Run 1, metal layers overlaid:
Two of the layers only.
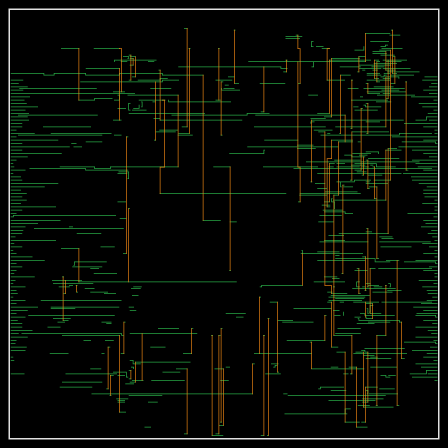
Run 1, placement by cell class:
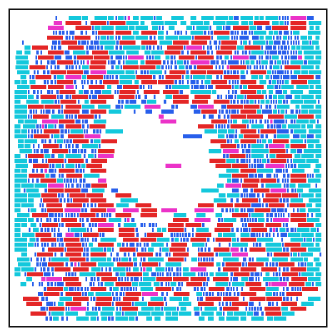
Run 1, I/O pins on the die edge:
Pins as bars across the die edge, other pins in grey.
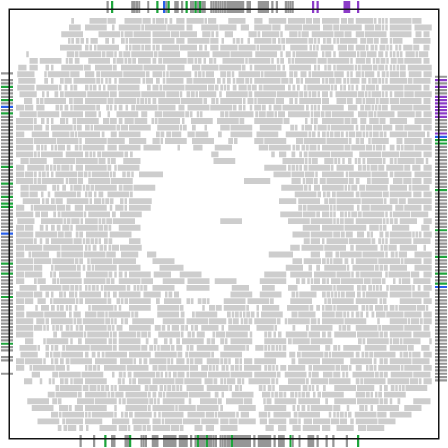
Run 1, routed clock nets over the placement:
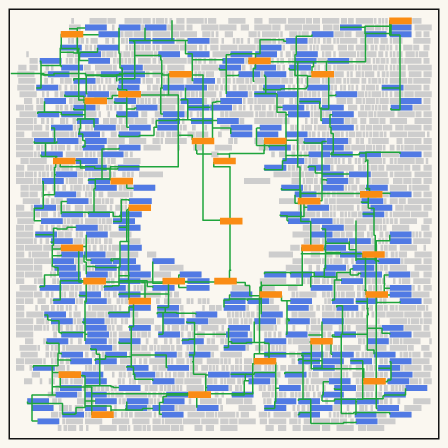
==> src/rtl/id_ex_skid_reg.sv <==
// ============================================================================
// Module  : id_ex_skid_reg
// Purpose : ID->EX pipeline register with a 2-entry skid buffer, flush and a
//           saturating stall-cycle counter.
// Revision: 1.0 - initial release
// ============================================================================
`default_nettype none

module id_ex_skid_reg #(
    parameter int DATA_W = 32,
    parameter int CTRL_W = 8,
    parameter int CNT_W  = 16
) (
    input  logic              clk,
    input  logic              rst_n,
    input  logic              flush,
    input  logic              id_valid,
    output logic              id_ready,
    input  logic [DATA_W-1:0] id_pc,
    input  logic [DATA_W-1:0] id_rs_data,
    input  logic [DATA_W-1:0] id_rt_data,
    input  logic [DATA_W-1:0] id_imm_ext,
    input  logic [4:0]        id_rd,
    input  logic [CTRL_W-1:0] id_ctrl,
    output logic              ex_valid,
    input  logic              ex_ready,
    output logic [DATA_W-1:0] ex_pc,
    output logic [DATA_W-1:0] ex_rs_data,
    output logic [DATA_W-1:0] ex_rt_data,
    output logic [DATA_W-1:0] ex_imm_ext,
    output logic [4:0]        ex_rd,
    output logic [CTRL_W-1:0] ex_ctrl,
    output logic [CNT_W-1:0]  stall_cnt
);

    localparam int              c_pay_w   = 4 * DATA_W + 5 + CTRL_W;
    localparam logic [CNT_W-1:0] c_cnt_max = '1;

    logic [c_pay_w-1:0] r_main;
    logic [c_pay_w-1:0] r_skid;
    logic               r_main_valid;
    logic               r_skid_valid;
    logic [CNT_W-1:0]   r_stall_cnt;

    logic [c_pay_w-1:0] w_in;
    logic               w_accept;
    logic               w_drain;

    assign w_in     = {id_pc, id_rs_data, id_rt_data, id_imm_ext, id_rd, id_ctrl};
    // id_ready depends only on a flop, keeping ex_ready off the upstream timing path.
    assign id_ready = ~r_skid_valid;
    assign w_accept = id_valid & ~r_skid_valid;
    assign w_drain  = r_main_valid & ex_ready;

    assign ex_valid = r_main_valid;
    assign {ex_pc, ex_rs_data, ex_rt_data, ex_imm_ext, ex_rd, ex_ctrl} = r_main;
    assign stall_cnt = r_stall_cnt;

    always_ff @(posedge clk or negedge rst_n) begin
        if (!rst_n) begin
            r_main       <= '0;
            r_skid       <= '0;
            r_main_valid <= 1'b0;
            r_skid_valid <= 1'b0;
            r_stall_cnt  <= '0;
        end else begin
            // Counter keeps running across flushes; it measures back-pressure only.
            if (r_main_valid && !ex_ready && (r_stall_cnt != c_cnt_max)) begin
                r_stall_cnt <= r_stall_cnt + 1'b1;
            end

            if (flush) begin
                r_main_valid <= 1'b0;
                r_skid_valid <= 1'b0;
            end else if (!r_main_valid || w_drain) begin
                if (r_skid_valid) begin
                    r_main       <= r_skid;
                    r_main_valid <= 1'b1;
                    r_skid_valid <= 1'b0;
                end else if (w_accept) begin
                    r_main       <= w_in;
                    r_main_valid <= 1'b1;
                end else begin
                    r_main_valid <= 1'b0;
                end
            end else if (w_accept) begin
                r_skid       <= w_in;
                r_skid_valid <= 1'b1;
            end
        end
    end

endmodule

`default_nettype wire
==> config.mk <==
export PLATFORM = sky130hd
export DESIGN_NAME = id_ex_skid_reg
export DESIGN_NICKNAME = d
export VERILOG_FILES = /design/src/rtl/id_ex_skid_reg.sv
export SDC_FILE = /design/constraint.sdc
export NUM_CORES = 1
export LEC_CHECK = 0
export ABC_AREA = 1
export CAP_MARGIN = 20
export CORE_MARGIN = 2
export CORE_UTILIZATION = 45
export CTS_CLUSTER_SIZE = 20
export DETAILED_ROUTE_END_ITERATION = 8
export PLACE_DENSITY = 0.76
export REMOVE_ABC_BUFFERS = 1
export SLEW_MARGIN = 15
export SYNTH_ARGS = -nofsm -noshare
export SYNTH_HDL_FRONTEND = slang
export SYNTH_SLANG_ARGS = --single-unit
==> constraint.sdc <==
create_clock -name clk -period 1.48 [get_ports clk]
set_clock_uncertainty 0.1 [all_clocks]
set_input_delay 0.222 -clock clk [delete_from_list [all_inputs] [get_ports clk]]
set_output_delay 0.222 -clock clk [all_outputs]
set_load 0.1 [all_outputs]
==> impl_metrics.py, run 1 <==
# Auto-generated metrics
metrics = {
    "yosys": {
        "yosys.area.top_type_share_pct": 57.4,
        "ys.flops": 300,
        "xor_share_pct": 0.335,
        "adder_share_pct": 0.0957,
        "syn-instance-count": 1530,
        "ys_types": 23,
        "ys_top_logic_family": "AND-OR/OR-AND gates",
        "ys_cells": 1530,
        "simple_gate_share_pct": 16.3,
    },
    "global_route": {
        "grtUsageMet3_pct": 5.66,
        "grt_pass1_vias": 12200,
        "grt_overflow": 0,
        "grtUsageMet2_pct": 42.7,
        "grt_pass1_wl_um": 63000,
        "top_usage_layer": "met2",
        "antenna_found_initial": 0,
    },
    "critical_path": {
        "cp_slowest_cell": "dfrtp_1",
        "cp.arrival_ps": 2110,
        "r2r_end": "r_main[82]$_DFFE_PN0P_",
        "rr_startpoint": "r_skid_valid$_DFFE_PN0P_",
        "worstSetupPathType": "reg2reg",
        "cp.depth": 8,
    },
    "placed_design": {
        "dp.cells": 2211,
        "dp_slack_ps": -445,
    },
    "floorplanning": {
        "chipArea_um2": 30400,
    },
    "outcome": {
        "status": "complete, but fails checks",
        "violations": "negative setup slack",
    },
    "timing": {
        "finalSetupViolCount": 414,
        "finalHoldViolations": 0,
        "fmaxAchievable_ghz": 0.575,
        "period_used_pct": 117,
        "rsz0062_at_grt": "yes",
        "tightestPinTransition_ps": 340,
        "final.setup.worst_slack_ps": -258,
    },
    "detailed_routing": {
        "viasPerCell": 5.60,
        "routed.top_layer": "met4",
        "route.detailed.drc": 0,
    },
    "cts": {
        "cts_buffer_depth": 3,
        "cts_max_level": 1,
        "cts_hold_buffers": 1,
        "ctsResizeCount": 43,
        "clkSlewWorstSetupHoldPaths_ps": 60,
        "cts_setup_buffers": 67,
    },
    "power_and_ir_drop": {
        "p_sw_mw": 12.8,
        "p_int_mw": 19.3,
    },
    "layout": {
        "synthToLayoutAreaGrowth_pct": 68.5,
    },
}
About 'metal layers overlaid':
legend:
  green:
    layer: met3
    wire_length: 4780 um
  orange:
    layer: met4
    wire_length: 2210 um
Routed WL per cell: 20.5 um
gr usage total: 25.5%
vias post-DR: 13400

About 'placement by cell class':
legend:
  red:
    class: flops
    cells: 300
  magenta:
    class: clock drivers and dummy loads
    cells: 54
  cyan:
    class: other buffers and delay cells
    cells: 508
  blue:
    class: all other logic
    cells: 1139
Placement Rows: 62
Core Util, Final: 77.0%
core area: 28600 um^2
Seq/total area: 34.1%

About 'I/O pins on the die edge':
legend:
  purple:
    port: `stall_cnt`
    pins: 16
    direction: output
    edge: 10 east, 6 north
  blue:
    port: `ex_rd`
    pins: 5
    direction: output
    edge: 2 east, 2 west, 1 north
  green:
    port: `id_rs_data`
    pins: 32
    direction: input
    edge: 12 west, 7 east, 7 south, 6 north
all pins by edge: 92 east, 86 west, 71 south, 56 north
buffers added on ports: 304
chip height: 174 um
die width: 174 um

About 'routed clock nets over the placement':
legend:
  blue:
    item: flip-flops
    count: 300
  orange:
    item: cells driving clock nets
    count: 31
  green:
    item: clock wires
    length: 3840 um
flops lie: all over the die
routed clock nets: 32
Insertion Delay late pin: 570 ps
Clock Power Share: 25.0%
Clk. pwr: 8.01 mW

run 1: synth_stat cells:
cell type,count
nand2_1,493
dfrtp_1,300
o21ai_0,248
o21ai_1,178
inv_1,155
buf_2,52
buf_6,27
nor2_1,16
clkbuf_1,14
nand3_1,10
nand2_2,6
nor2_2,6
inv_2,5
nand4_1,5
nor2_4,3
xor2_1,3
buf_4,2
xnor2_1,2
ha_1,1
nand2_4,1
nand3b_1,1
nand4_2,1
o21bai_2,1
run 1: cell usage in the layout, fill, tap and decap left out, types with 36 or more instances in the layout:
cell type / netlist / final
o21ai_0: 248 / 138
clkbuf_16: 0 / 55
nand2_2: 6 / 38
dfrtp_1: 300 / 295
buf_12: 0 / 189
buf_4: 2 / 90
inv_1: 155 / 155
clkdlybuf4s50_1: 0 / 144
o21ai_1: 178 / 228
buf_6: 27 / 36
o21ai_2: 0 / 60
nand2_1: 493 / 437
run 1: final cells by class:
class	instances	area, um^2	area share [%]
flip-flops and latches	300	7510	34.1
well taps	384	480	2.18
clock buffers	45	888	4.03
repair buffers	508	7420	33.7
clock inverters	9	129	0.585
multi-input cells	975	4900	22.3
repair inverters	4	77.6	0.352
inverters	160	618	2.81
run 1: power groups by stage:
stage	combinational [mW]	sequential (mW)	clock, mW
2_1_floorplan	1.76	15.8	0
3_3_place_gp	11.0	11.2	0
3_5_place_dp	11.2	11.2	0
4_1_cts	11.7	11.1	7.94
5_1_grt	13.1	11.5	8.39
6_report	12.6	11.4	8.01
run 1: registers in the layout (all words and copies together) (netlist names):
| register | count |
|---|---|
| stall_cnt | 16 |
| r_main | 141 |
| r_skid_valid | 1 |
| r_skid | 141 |
| ex_valid | 1 |
Run 1, routing congestion:
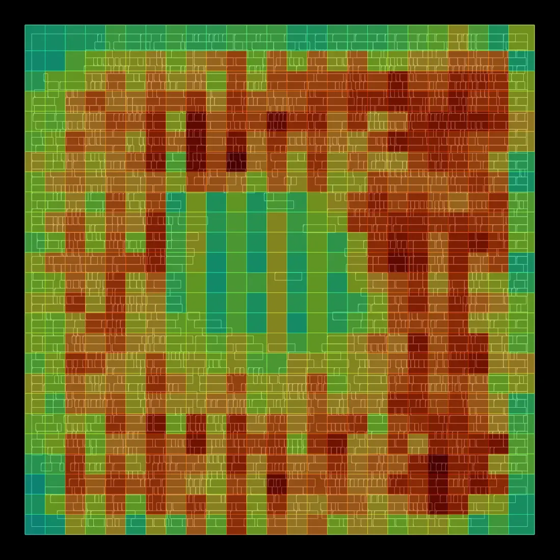

--- run 2 (diff from run 1) ---
Settings changed: CTS_CLUSTER_DIAMETER set to 150.
Run 2, routing congestion:
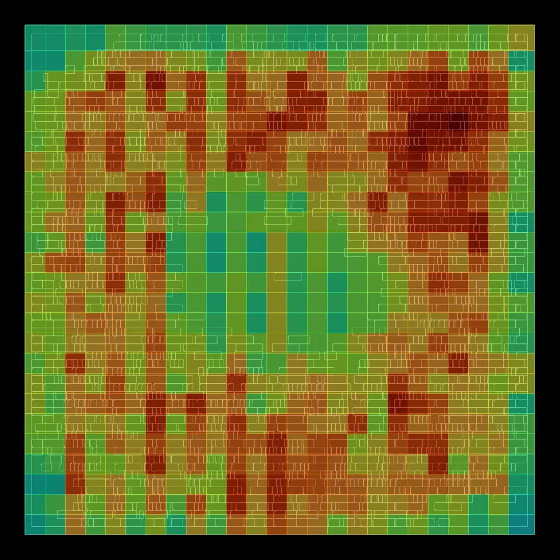
GR peak layer: met2
routing usage on met3: 5.12%
Routed WL per cell: 18.8 um
gr usage total: 26.0%
Core Util, Final: 73.6%

==> impl_metrics.py, run 2 <==
# Auto-generated metrics
metrics = {
    "yosys": {
        "ys.flops": 300,
        "yosys.area.top_type_share_pct": 57.4,
        "common_cells": "493 x nand2_1, 300 x dfrtp_1, 248 x o21ai_0, 178 x o21ai_1, 155 x inv_1",
        "ys_async_sr_fraction_pct": 100,
        "ys_cells": 1530,
        "ff_type": "dfrtp_1",
        "synth-edff-count": 0,
    },
    "detailed_routing": {
        "route.detailed.drc": 0,
        "vias": 12600,
        "routed.top_layer": "met4",
    },
    "layout": {
        "num-clock-buffers": 19,
        "clk_share_pct": 2.26,
        "signal_buffers": 482,
        "seq_area_share_pct": 35.7,
        "synthToLayoutAreaGrowth_pct": 61.2,
        "largest_class": "registers",
        "layout_top_cells": "446 x nand2_1, 283 x dfrtp_1, 211 x o21ai_1",
        "flop_area_um2": 7530,
        "ff_count": 300,
        "buf_share_pct": 33.5,
        "layout_top_cell": "nand2_1",
    },
    "global_route": {
        "grtUsageMet2_pct": 43.2,
        "grt_pass1_vias": 12200,
    },
    "timing": {
        "finalSetupViolCount": 320,
        "final.setup.worst_slack_ps": -165,
        "period_used_pct": 111,
        "tightestPinTransition_ps": 351,
        "finalHoldViolations": 0,
        "fmaxAchievable_ghz": 0.608,
        "rsz0062_at_grt": "yes",
    },
    "critical_path": {
        "worstSetupPathType": "reg2reg",
        "cp_slowest_cell": "dfrtp_1",
        "cp.arrival_ps": 1930,
    },
    "floorplanning": {
        "taps": 384,
        "rows": 62,
        "chipArea_um2": 30400,
        "die-width_um": 174,
    },
    "placed_design": {
        "dp.cells": 2211,
    },
    "outcome": {
        "status": "complete, but fails checks",
        "violations": "negative setup slack",
    },
    "cts": {
        "cts_max_level": 1,
    },
}
## run 2: repair_timing
action,4_1_cts,5_1_grt
pin swaps,2,32
setup endpoints to repair,176,362
resized,100,244
hold buffers,1,0
setup buffers,48,27
hold endpoints to repair,282,0
cloned,18,8
## run 2: final timing paths
check | cells past startpoint | slack (ps) | from | end
setup / recovery | 9 | -170 | ex_valid$_DFFE_PN0N_ | r_main[118]$_DFFE_PN0P_
hold / removal | 2 | 110 | rst_n | r_skid[9]$_DFFE_PN0P_
setup reg to reg | 9 | -170 | ex_valid$_DFFE_PN0N_ | r_main[118]$_DFFE_PN0P_
hold reg to reg | 2 | 390 | r_skid[25]$_DFFE_PN0P_ | r_skid[25]$_DFFE_PN0P_
max in group asynchronous | 4 | 520 | rst_n | r_main[82]$_DFFE_PN0P_
min in group clk | 3 | 180 | id_imm_ext[31] | r_skid[44]$_DFFE_PN0P_
## run 2: per-stage QoR
stage | hold slack [ps] | setup TNS, ps
global placement | 23.5 | -72910
CTS | 85.3 | -22740
finish | 114 | -23870
detailed placement | 24.3 | -85160
global route | 115 | -37170
floorplan | -174 | -1494810
## run 2: report_power, final
group	leakage (nW)	internal, mW	total (mW)	switching [mW]
Clock	0.234	2.29	4.96	2.67
Sequential	3.75	9.80	11.3	1.47
Combinational	6.49	4.70	12.4	7.66
## run 2: cells by family (layout without fill, tap and decap cells)
group | after synthesis | in the layout | synth area share [%]
XOR/XNOR | 5 | 5 | 0.335
flip-flops | 300 | 300 | 57.4
AND/OR/NAND/NOR | 542 | 543 | 16.3
buffers and inverters | 255 | 664 | 9.43
AND-OR/OR-AND | 427 | 427 | 16.4
adder cells (fa/ha/maj) | 1 | 1 | 0.0957
Power figures rest on the tool's default switching activity, not on a simulated workload.
